final_placement.png
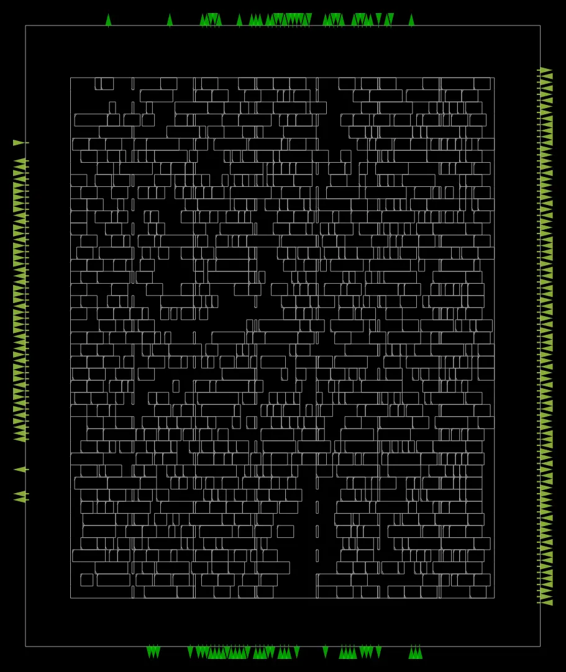
cell_classes.png
Fill, decap, tap and diode cells in grey.
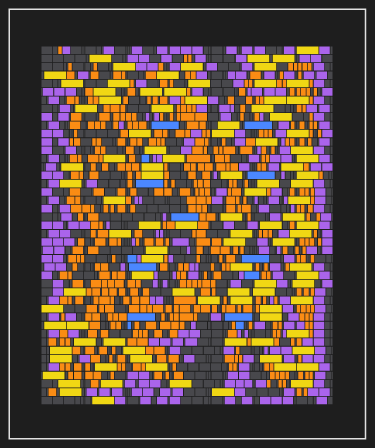
--- src/rtl/pipe_stage_reg.sv ---
// Pipeline stage register carrying pc/pc+8/payload/delay-slot/exception; flush redirects to flush_pc.
// Latency: one cycle from input transfer to out_valid; reset and flush both take effect on the next edge.
// Backpressure: PIPE_SKID_EN gives a head+skid pair with registered in_ready, otherwise a single entry with pass-through in_ready.
module pipe_stage_reg #(
    parameter int DATA_W = 32,
    parameter int PC_W   = 32,
    parameter int EXC_W  = 5
) (
    input  logic              clk,
    input  logic              reset,
    input  logic              in_valid,
    output logic              in_ready,
    input  logic [PC_W-1:0]   in_pc,
    input  logic [DATA_W-1:0] in_data,
    input  logic              in_bd,
    input  logic [EXC_W-1:0]  in_exc,
    input  logic              flush,
    input  logic [PC_W-1:0]   flush_pc,
    output logic              out_valid,
    input  logic              out_ready,
    output logic [PC_W-1:0]   out_pc,
    output logic [PC_W-1:0]   out_pc8,
    output logic [DATA_W-1:0] out_data,
    output logic              out_bd,
    output logic [EXC_W-1:0]  out_exc,
    output logic [1:0]        occupancy,
    output logic              exc_pending
);

    localparam logic [PC_W-1:0] PC_STEP = PC_W'(8);

    logic              head_vld_q, head_vld_d;
    logic [PC_W-1:0]   head_pc_q, head_pc_d;
    logic [PC_W-1:0]   head_pc8_q, head_pc8_d;
    logic [DATA_W-1:0] head_data_q, head_data_d;
    logic              head_bd_q, head_bd_d;
    logic [EXC_W-1:0]  head_exc_q, head_exc_d;
    logic              exc_pending_q, exc_pending_d;

    logic              in_fire;
    logic              out_fire;
    logic [PC_W-1:0]   in_pc8;
    logic [PC_W-1:0]   flush_pc8;

    // pc+8 is formed once at load so the output never carries an adder
    assign in_pc8    = in_pc + PC_STEP;
    assign flush_pc8 = flush_pc + PC_STEP;
    assign in_fire   = in_valid & in_ready;
    assign out_fire  = head_vld_q & out_ready;

    assign out_valid   = head_vld_q;
    assign out_pc      = head_pc_q;
    assign out_pc8     = head_pc8_q;
    assign out_data    = head_data_q;
    assign out_bd      = head_bd_q;
    assign out_exc     = head_exc_q;
    assign exc_pending = exc_pending_q;

`ifdef PIPE_SKID_EN
    logic              skid_vld_q, skid_vld_d;
    logic [PC_W-1:0]   skid_pc_q, skid_pc_d;
    logic [PC_W-1:0]   skid_pc8_q, skid_pc8_d;
    logic [DATA_W-1:0] skid_data_q, skid_data_d;
    logic              skid_bd_q, skid_bd_d;
    logic [EXC_W-1:0]  skid_exc_q, skid_exc_d;
    logic              in_ready_q, in_ready_d;

    assign in_ready  = in_ready_q;
    assign occupancy = {1'b0, head_vld_q} + {1'b0, skid_vld_q};

    always_comb begin
        head_vld_d    = head_vld_q;
        head_pc_d     = head_pc_q;
        head_pc8_d    = head_pc8_q;
        head_data_d   = head_data_q;
        head_bd_d     = head_bd_q;
        head_exc_d    = head_exc_q;
        skid_vld_d    = skid_vld_q;
        skid_pc_d     = skid_pc_q;
        skid_pc8_d    = skid_pc8_q;
        skid_data_d   = skid_data_q;
        skid_bd_d     = skid_bd_q;
        skid_exc_d    = skid_exc_q;
        in_ready_d    = in_ready_q;
        exc_pending_d = exc_pending_q;

        if (reset) begin
            head_vld_d  = 1'b0;
            head_pc_d   = '0;
            head_pc8_d  = '0;
            head_data_d = '0;
            head_bd_d   = 1'b0;
            head_exc_d  = '0;
            skid_vld_d  = 1'b0;
            skid_pc_d   = '0;
            skid_pc8_d  = '0;
            skid_data_d = '0;
            skid_bd_d   = 1'b0;
            skid_exc_d  = '0;
            in_ready_d  = 1'b1;
        end else if (flush) begin
            head_vld_d  = 1'b0;
            head_pc_d   = flush_pc;
            head_pc8_d  = flush_pc8;
            head_data_d = '0;
            head_bd_d   = 1'b0;
            head_exc_d  = '0;
            skid_vld_d  = 1'b0;
            in_ready_d  = 1'b1;
        end else begin
            if (out_fire) begin
                if (skid_vld_q) begin
                    head_pc_d   = skid_pc_q;
                    head_pc8_d  = skid_pc8_q;
                    head_data_d = skid_data_q;
                    head_bd_d   = skid_bd_q;
                    head_exc_d  = skid_exc_q;
                    skid_vld_d  = 1'b0;
                end else begin
                    head_vld_d = 1'b0;
                end
            end
            if (in_fire) begin
                // head takes the input only if it ends this cycle empty
                if (!head_vld_q || (out_fire && !skid_vld_q)) begin
                    head_vld_d  = 1'b1;
                    head_pc_d   = in_pc;
                    head_pc8_d  = in_pc8;
                    head_data_d = in_data;
                    head_bd_d   = in_bd;
                    head_exc_d  = in_exc;
                end else begin
                    skid_vld_d  = 1'b1;
                    skid_pc_d   = in_pc;
                    skid_pc8_d  = in_pc8;
                    skid_data_d = in_data;
                    skid_bd_d   = in_bd;
                    skid_exc_d  = in_exc;
                end
            end
            in_ready_d = !skid_vld_d;
        end
        exc_pending_d = (head_vld_d && (head_exc_d != '0)) ||
                        (skid_vld_d && (skid_exc_d != '0));
    end

    always_ff @(posedge clk) begin
        skid_vld_q  <= skid_vld_d;
        skid_pc_q   <= skid_pc_d;
        skid_pc8_q  <= skid_pc8_d;
        skid_data_q <= skid_data_d;
        skid_bd_q   <= skid_bd_d;
        skid_exc_q  <= skid_exc_d;
        in_ready_q  <= in_ready_d;
    end
`else
    // a full head can still accept when it drains in the same cycle
    assign in_ready  = !head_vld_q | out_ready;
    assign occupancy = {1'b0, head_vld_q};

    always_comb begin
        head_vld_d    = head_vld_q;
        head_pc_d     = head_pc_q;
        head_pc8_d    = head_pc8_q;
        head_data_d   = head_data_q;
        head_bd_d     = head_bd_q;
        head_exc_d    = head_exc_q;
        exc_pending_d = exc_pending_q;

        if (reset) begin
            head_vld_d  = 1'b0;
            head_pc_d   = '0;
            head_pc8_d  = '0;
            head_data_d = '0;
            head_bd_d   = 1'b0;
            head_exc_d  = '0;
        end else if (flush) begin
            head_vld_d  = 1'b0;
            head_pc_d   = flush_pc;
            head_pc8_d  = flush_pc8;
            head_data_d = '0;
            head_bd_d   = 1'b0;
            head_exc_d  = '0;
        end else if (in_fire) begin
            head_vld_d  = 1'b1;
            head_pc_d   = in_pc;
            head_pc8_d  = in_pc8;
            head_data_d = in_data;
            head_bd_d   = in_bd;
            head_exc_d  = in_exc;
        end else if (out_fire) begin
            head_vld_d = 1'b0;
        end
        exc_pending_d = head_vld_d && (head_exc_d != '0);
    end
`endif

    always_ff @(posedge clk) begin
        head_vld_q    <= head_vld_d;
        head_pc_q     <= head_pc_d;
        head_pc8_q    <= head_pc8_d;
        head_data_q   <= head_data_d;
        head_bd_q     <= head_bd_d;
        head_exc_q    <= head_exc_d;
        exc_pending_q <= exc_pending_d;
    end

endmodule

--- config.mk ---
export PLATFORM = sky130hd
export DESIGN_NAME = pipe_stage_reg
export DESIGN_NICKNAME = d
export VERILOG_FILES = /design/src/rtl/pipe_stage_reg.sv
export SDC_FILE = /design/constraint.sdc
export NUM_CORES = 1
export LEC_CHECK = 0
export CORE_ASPECT_RATIO = 1.25
export CORE_MARGIN = 10
export CORE_UTILIZATION = 43
export DETAILED_ROUTE_END_ITERATION = 8
export GPL_TIMING_DRIVEN = 0
export PLACE_DENSITY_LB_ADDON = 0.25
export SYNTH_ARGS = -nofsm -noshare
export SYNTH_HDL_FRONTEND = slang
export SYNTH_SLANG_ARGS = --single-unit
--- constraint.sdc ---
create_clock -name clk -period 3.3 [get_ports clk]
set_input_delay 0.33 -clock clk [delete_from_list [all_inputs] [get_ports clk]]
set_output_delay 0.33 -clock clk [all_outputs]
set_load 0.02 [all_outputs]
==> CHANGELOG.md <==
### Implementation results

* First-pass GRT wire length at 30180 µm
* Post-CTS setup buffer count at 0
* Share of cells above drive strength 1 at 0.05030
* Die X at 115.7 µm
* Worst setup margin at 175.3 ps
* Status: finished clean
* Yosys stat chip area at 4918 µm²
* Post-synth EDFFs at 0
* Post-route DRC at 0
* Clk pin slew, worst setup/hold paths at 70 ps
* Worst setup EP type: flop
* Dpl cells at 956
* Max-cap violation count at 0
* Critical Path Source Type: input port
* R2R setup slack at 1010 ps
* Ports at 214
* Total die size at 16140 µm²
* Post-layout period usage at 0.9469
* Count of port buffers added during placement at 211
* Final setup viols at 0
* Post-Syn Area at 4918 µm²
* H-tree depth at 3
* Initial antenna violation count at 0
* Syn nets at 718
* Synth Warn # at 0
* Syn Area/Cell at 8.063 µm²
* Clock skew at 6.995 ps
* Worst-case clock buffer depth at 2
* DRT antenna net count at 0
* Slew headroom at 0.5396
* Pleak at 0.002804 µW
* Via Count at 5481
* WP data required at 3590 ps
* Hold bufs inserted after CTS at 0
* Clk latency late pin at 350 ps
* Number of OpenROAD warnings at 26
* Worst r2r dst: out_pc8[7]
* CP Max Fanout at 10
* Worst Hold End: out_bd
Notes on final_placement.png above:
row count: 43
n_taps: 135
utilization after layout: 0.6704

Notes on cell_classes.png above:
colour	class	cells
yellow	flip-flops	101
purple	other buffers and delay cells	260
orange	all other logic	460
blue	clock drivers and dummy loads	14

==> layout by cell type, fill, tap and decap left out, types with 10 or more instances in the layout <==
master | Yosys | routed
clkdlybuf4s50_1 | 0 | 211
nor2_1 | 41 | 41
mux2i_1 | 25 | 25
xnor2_1 | 12 | 12
clkbuf_1 | 21 | 22
a211oi_1 | 25 | 25
buf_2 | 11 | 11
nor3_1 | 12 | 12
nand2_1 | 125 | 125
a21oi_1 | 55 | 55
nand3_1 | 32 | 32
nand4_1 | 10 | 10
nand3b_1 | 29 | 29
dfxtp_1 | 101 | 101
o21ai_0 | 17 | 17
==> state kept, by name (all words and copies together) (netlist names) <==
name         count
exc_pending      1
out_bd           1
out_data        32
out_exc          5
out_pc          32
out_pc8         29
out_valid        1
==> logic make-up after synthesis <==
kind of cell,after synthesis,share of synthesized area
mux,28,0.05775
fa+ha+maj,1,0.002543
compound gates,133,0.1771
simple gates,275,0.2691
other cells,1,0.0007624
buf+inv,55,0.05316
flops,101,0.4111
xor+xnor,16,0.02849
==> critical path, stage by stage <==
cell and delay [ps]:
buf_6 130, buf_2 250, buf_2 330, buf_2 380, mux2_2 240, ha_1 280, nand4_1 200, o22ai_2 410
nand3_1 320, or3_1 450, nand3_1 80
==> cell type report <==
| class | instances | area [µm²] | share of cell area |
|---|---|---|---|
| Clock inverter | 3 | 23.77 | 0.003184 |
| Multi-Input combinational cell | 454 | 2635 | 0.3529 |
| Sequential cell | 101 | 2022 | 0.2708 |
| Tap cell | 135 | 168.9 | 0.02262 |
| Timing Repair Buffer | 211 | 2112 | 0.2829 |
| Buffer | 49 | 239.0 | 0.03201 |
| Inverter | 6 | 22.52 | 0.003017 |
| Clock buffer | 11 | 242.7 | 0.03251 |
==> synth_stat cells, drive strengths merged (12+ instances only) <==
library cell  count  area share
dfxtp           101        0.41
mux2i            25       0.051
nand3b           30       0.048
xnor2            12       0.021
nor2             41       0.031
clkbuf           21       0.016
nand3            34       0.037
nand2           125       0.095
buf              28       0.033
a211oi           25       0.038
o21ai            17       0.017
a21oi            55       0.056
nor3             12       0.012
==> where the power goes <==
| part | switching (µW) | internal [µW] | leakage (µW) | total, µW |
|---|---|---|---|---|
| logic | 398 | 359 | 0.00185 | 758 |
| clock network | 460 | 526 | 0.000124 | 986 |
| registers | 44.6 | 1300 | 0.000833 | 1340 |
| total | 903 | 2180 | 0.00280 | 3080 |
==> layer usage <==
metal / up-vias / part of all wire / wire [µm] / global-route usage
met5: - / 0 / 0 / 0
li1: 2604 / - / - / -
met2: 301 / 0.49 / 9730 / 0.4158
met3: 50 / 0.098 / 1942 / 0.06366
met1: 2526 / 0.38 / 7472 / 0.2542
met4: 0 / 0.034 / 682 / 0.1083
==> worst max-delay path by stage <==
stage,startpoint,end,slack (ps),depth (start not counted)
2_1_floorplan,flush,out_pc8[25],580,11
3_3_place_gp,flush,out_pc8[25],-90,11
3_5_place_dp,flush,out_pc8[25],-130,11
4_1_cts,flush,out_pc8[25],230,11
5_1_grt,flush,out_pc8[25],30,11
6_report,flush,out_pc8[31],180,11
Power and IR drop assume default switching activity.
